Fig. 1: run 1, routed metal, one colour a layer
Bar = 50 µm.
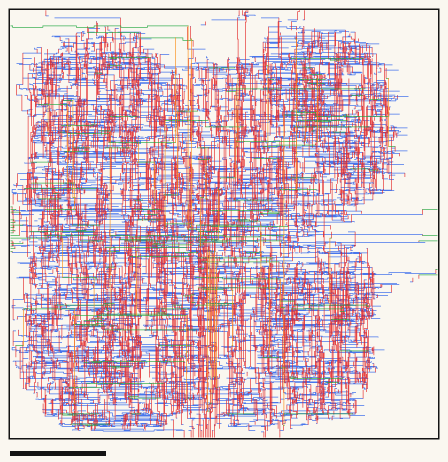
Fig. 2: run 1, placement view
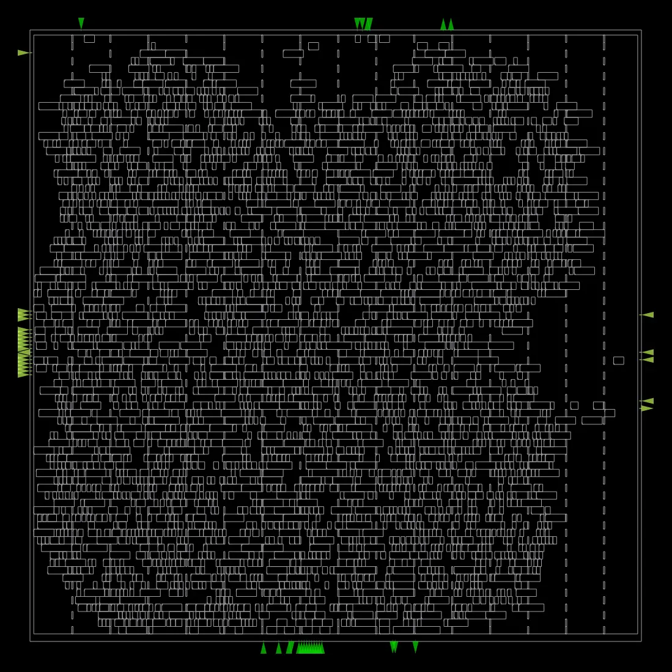
Fig. 3: run 1, sizing map
Bar = 50 µm.
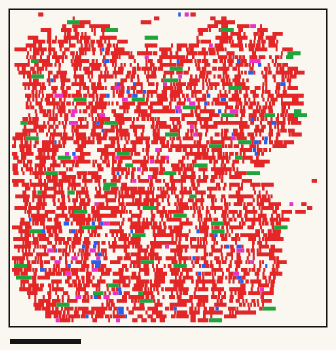
Design clk_enable_gen_flat, sky130hd; sources not shown.
==> results.cfg, run 1 <==
; implementation run metrics
[detailed_routing]
wl_per_cell_um = 14.9
drt_wl_total_um = 58700
vias_per_cell = 5.06
drc = 0
drtIter0Drc = 1325
drtAntennaViolNets = 0
dr.pass1.iters = 5

[logic_synthesis]
synth-main-ff-cell = dfxtp_1
xor_share_pct = 7.42
ys_sh_aoi_pct = 5.67
ys_cells = 3312
synth_area_mm2 = 0.0208
ys_seq_share_pct = 32.0
yosys.cell_types.count = 48
synth_area_leader_cell = dfxtp_1
fp_nets = 3357
synth.area.mux_share_pct = 0
ys_top_logic_family = simple AND/OR/NAND/NOR gates
area_leaders = dfxtp_1, nand2_1, nand3_1
synthArstFlopShare_pct = 0
ys_seq_elements = 333
common_cells = nand2_1, nor2_1, inv_1
ys_sh_simple_pct = 43.1
ys_area_mm2 = 0.0208
synth_top_area_share_pct = 32.0
ys_sh_adder_pct = 0.480
edf_count = 0

[layout]
buf_share_pct = 2.98
nMultiInputCombCells = 2405
dominant_cells = combinational gates
comb_area_mm2 = 0.0118
num_antenna_cells = 0
lay_top_count = nand2_1
nets = 3339
clock_area_share_pct = 5.46
final_cell_mix = nand2_1, nor2_1, inv_1
nClkBuffers = 53
comb_share_pct = 51.7
inv_count = 442
flop-count = 333
drive_gt1_share_pct = 5.43
seq_area_mm2 = 0.00667

[cts]
cts_tree = yes
clock_tree.htree_level_count = 2
post-cts-setup-buffers = 0
insertion_delay_ps = 570
cts_hold_buf = 0
clock_path_buffers = 3
cts_root_buffer = clkbuf_16
numCtsBuffers = 39
cts_resized = 0
clk_pin_slew_worst_paths_ps = 60
cts.sinks = 333

[power]
p_leak_nw = 10.8
cellPowerDensity_mw_per_mm2 = 286
power.switching_w = 0.00185
p_int_w = 0.00469
powerComb_w = 0.000863
powerSeq_w = 0.00285
p_clk_share_pct = 43.3
power.group.top = sequential cells
ir_drop_mv = 0.243
power_frac_seq_pct = 43.5
comb_power_share_pct = 13.2
netSwitchingFraction_pct = 28.3
power_clock_w = 0.00284

[run_status]
status = complete, no violations

[sta]
finalCritPeriodShare_pct = 62.9
drv_slew = 0
fmax_mhz = 318
worstMarginPinSlew_ps = 884
finalHoldViolCount = 0
setup_viol = 0
min_period_ps = 3140
rsz0062_at_grt = no
setup_tns_ps = 0
maxSlewHeadroom_pct = 41.0

[global_routing]
antenna_found_initial = 0
grt_start_max_net_pins = 79
gr-total-overflow = 0
use_met2_pct = 38.7
grt_pass1_wl_um = 95800
gr-max-usage-layer = met2
grt_pass1_vias = 18214
use_met1_pct = 32.3

[place]
routabilityCongestion = 0.942
dp_slack_ps = 1300
port_buffers = 45
hpwlAfterDp_um = 43100

[worst_setup_path]
crit_chain = clkdlybuf4s50_1 > inv_1 > nor3_1 > nand2_1 > nor2_1 > nand2_1 > inv_1 > nand4_1 > nor3_1 > xor2_1 > nor2_1 > nand2_1 > inv_1
rr_worst_depth = 15
reg2reg_slack_ps = 1870
cp.depth = 13
start_kind = input port
cp_max_fo = 11
worstPathRequired_ps = 5400
critPathKind = in -> reg
cp-end-kind = register
path_buffers = 4
critPathTopFamily = simple AND/OR/NAND/NOR gates
cp_data_arrival_time_ps = 3550
slowest_delay_ps = 860
crit_slowest_cell = clkdlybuf4s50_1

[job]
maxCapViolations = 0
tool_warnings = 26

[floorplan]
die_h_um = 222
fp_util_pct = 43.7
row_count = 80
dieArea_mm2 = 0.0494
ios = 46

[worst_hold_path]
hold_class = reg -> reg
Back to the opening pictures, Fig. 1:
colour	layer	wire length
green	metal 3	2670 µm
orange	metal 4	1800 µm
blue	metal 1	27.9 mm
red	metal 2	26.3 mm
Vias: 19914
overall global routing resource usage: 23.7%

Back to the opening pictures, Fig. 2:
Post-Route Utilization: 47.8%
Seq area share: 29.2%
Tapcells: 615
filler instances: 5019
post-route insts no fill: 3932

Back to the opening pictures, Fig. 3:
colour	size	cells	share
green	_6 and larger	57	1.7%
blue	_2 cells	71	2.1%
red	_0 and _1 cells	3137	95%
magenta	_3 and _4 cells	52	1.6%
final worst slack: 1860 ps
fin area: 0.0228 mm²
area delta synth->final: 9.59%
Non-clk bufs: 73

==> run 1: metrics by stage <==
| stage | hold slack, ps | power (W) | std cells | area (µm²) | utilization (%) |
|---|---|---|---|---|---|
| 3_5_place_dp | 413 | 0.00376 | 3868 | 21600 | 45.2 |
| 4_1_cts | 422 | 0.00661 | 3932 | 22800 | 47.8 |
| 3_3_place_gp | 416 | 0.00375 | 3865 | 21500 | 45.1 |
| 5_1_grt | 445 | 0.00682 | 3932 | 22800 | 47.8 |
| 6_report | 421 | 0.00654 | 3932 | 22800 | 47.8 |
| 2_1_floorplan | 395 | 0.00352 | 3312 | 20800 | - |
==> run 1: layer usage <==
layer | wire (µm) | vias up
met4 | 1800 | 0
met3 | 2670 | 95
met5 | 0 | -
met2 | 26300 | 387
li1 | - | 10419
met1 | 27900 | 9013
Fig. 4: run 1, M4 wires
Supply wires on this layer in grey. Cells faint in the background.
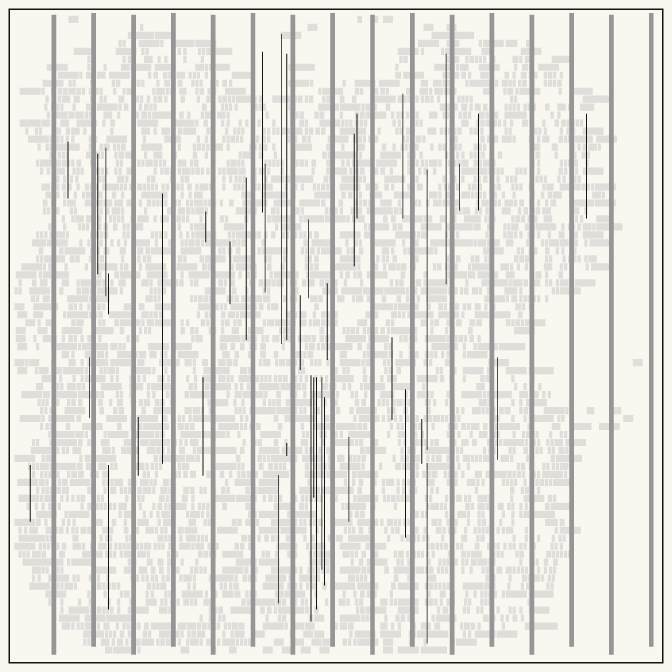

==> run 2: changes to the inputs <==
==> constraint.sdc (replaced) <==
create_clock -name clk -period 3.11 [get_ports clk]
set_clock_uncertainty 0.05 [all_clocks]
set_input_delay 0.622 -clock clk [delete_from_list [all_inputs] [get_ports clk]]
set_output_delay 0.622 -clock clk [all_outputs]
set_load 0.01 [all_outputs]
Fig. 5: run 2, M4 wires
Supply wires on this layer in grey. Cells faint in the background.
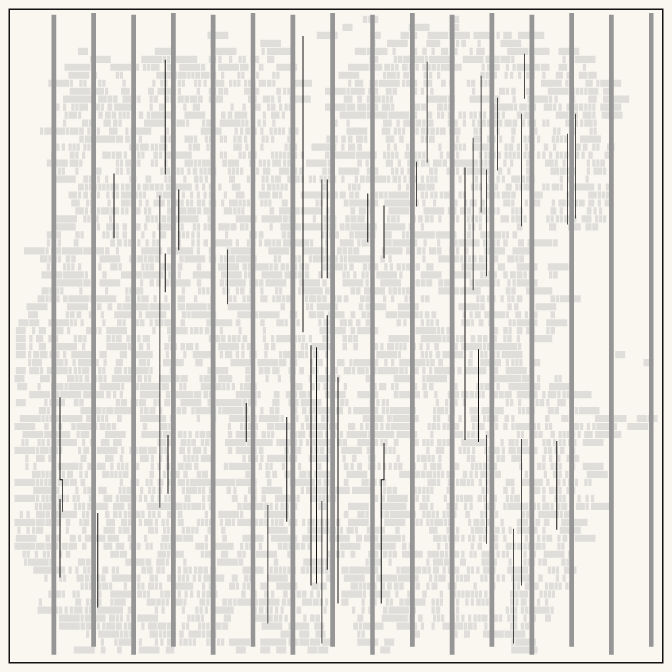
nets with wire on the layer	25
main direction	vertical
share of all routed wire	2.8%
wire length on this layer	1660 µm
Total Wirelength: 59700 µm
Vias: 20281

Fig. 6: run 2, sizing map
Bar = 50 µm.
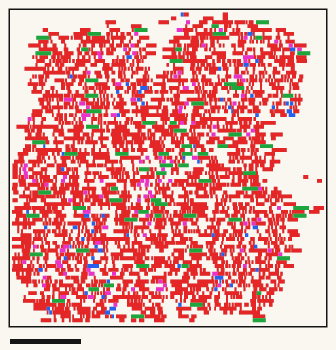
colour	size	cells	share
blue	_2 cells	72	2.1%
red	_0 and _1 cells	3137	93%
green	_6 and larger	67	2.0%
magenta	_3 and _4 cells	113	3.3%
Non-clk bufs: 138
fin area: 0.0235 mm²
area delta synth->final: 13.0%
final worst slack: 293 ps

==> run 2 against run 1 <==
Compared with the run above:
- first-iteration DRC count grew 2.4%
- core utilization grew 1.5 points
- sequential power grew about 60%
- clock-buffer cell count grew 2
- largest power group is now the clock network
- synthesized area is the same
- final area grew 3.1%
- sequential cell count is the same
- critical path depth grew 2
- wire length grew 1.8%
- global-route usage grew 0.86 points
- highest routed layer unchanged
==> results.cfg, run 2 <==
; implementation run metrics
[run_status]
status = complete, no violations

[logic_synthesis]
ys_seq_elements = 333
ys_seq_share_pct = 32.0
synth.area.mux_share_pct = 0
ys_cells = 3312
ys_sh_simple_pct = 43.1
xor_share_pct = 7.42
ys_area_mm2 = 0.0208
common_cells = nand2_1, nor2_1, inv_1
synthArstFlopShare_pct = 0
synth_area_mm2 = 0.0208
yosys.cell_types.count = 48
ys_sh_aoi_pct = 5.67

[cts]
insertion_delay_ps = 560
clock_tree.htree_level_count = 2
clock_path_buffers = 3
cts.sinks = 333
cts_root_buffer = clkbuf_16
cts_hold_buf = 0

[power]
netSwitchingFraction_pct = 27.6
power.group.top = the clock network
p_int_w = 0.00787
p_leak_nw = 11.2
power_frac_seq_pct = 41.9
powerComb_w = 0.00148
power_clock_w = 0.00484
ir_drop_mv = 0.350

[place]
dp_cells = 3930
port_buffers = 45
routabilityCongestion = 0.940

[detailed_routing]
dr.pass1.iters = 5
drtAntennaViolNets = 0
vias_per_cell = 5.07
wl_per_cell_um = 14.9

[worst_setup_path]
cp.depth = 15
start_kind = register
reg2reg_slack_ps = 290
path_buffers = 4
cp_max_fo = 29
cp_data_arrival_time_ps = 3260
rr_worst_depth = 15
slowest_delay_ps = 330
worstPathRequired_ps = 3560

[global_routing]
grt_pass1_vias = 18949
grt_start_max_net_pins = 94
antenna_found_initial = 0
gr-total-overflow = 0
use_met2_pct = 40.2

[sta]
finalHoldViolCount = 0
maxSlewHeadroom_pct = 50.9
setup_viol = 0
min_period_ps = 2820
fmax_mhz = 355
setup_tns_ps = 0
rsz0062_at_grt = no
drv_slew = 0

[worst_hold_path]
hold_class = reg -> reg

[floorplan]
fp_util_pct = 43.7
die_h_um = 222
ios = 46
row_count = 80

[job]
tool_warnings = 26

[layout]
final_cells = 4004
nets = 3404
comb_area_mm2 = 0.0118
seq_area_mm2 = 0.00667
drive_gt1_share_pct = 7.44
run 2: final cells by class:
type | instances | area share, %
Multi-Input combinational cell | 2405 | 50.2
Sequential cell | 333 | 28.3
Inverter | 442 | 7.06
Timing Repair Buffer | 138 | 5.38
Clock buffer | 55 | 4.92
Tap cell | 615 | 3.27
Clock inverter | 16 | 0.861
run 2: metal layers:
metal | vias to the layer above | routed length, µm
met5 | - | 0
met4 | 0 | 1660
met3 | 89 | 2740
met2 | 426 | 26500
met1 | 9172 | 28800
li1 | 10594 | -
run 2: repair_timing:
action	4_1_cts	5_1_grt
setup buffers	0	3
resized	0	2
setup endpoints to repair	0	16
hold endpoints to repair	0	0
Power is estimated from default activity; no workload was simulated.
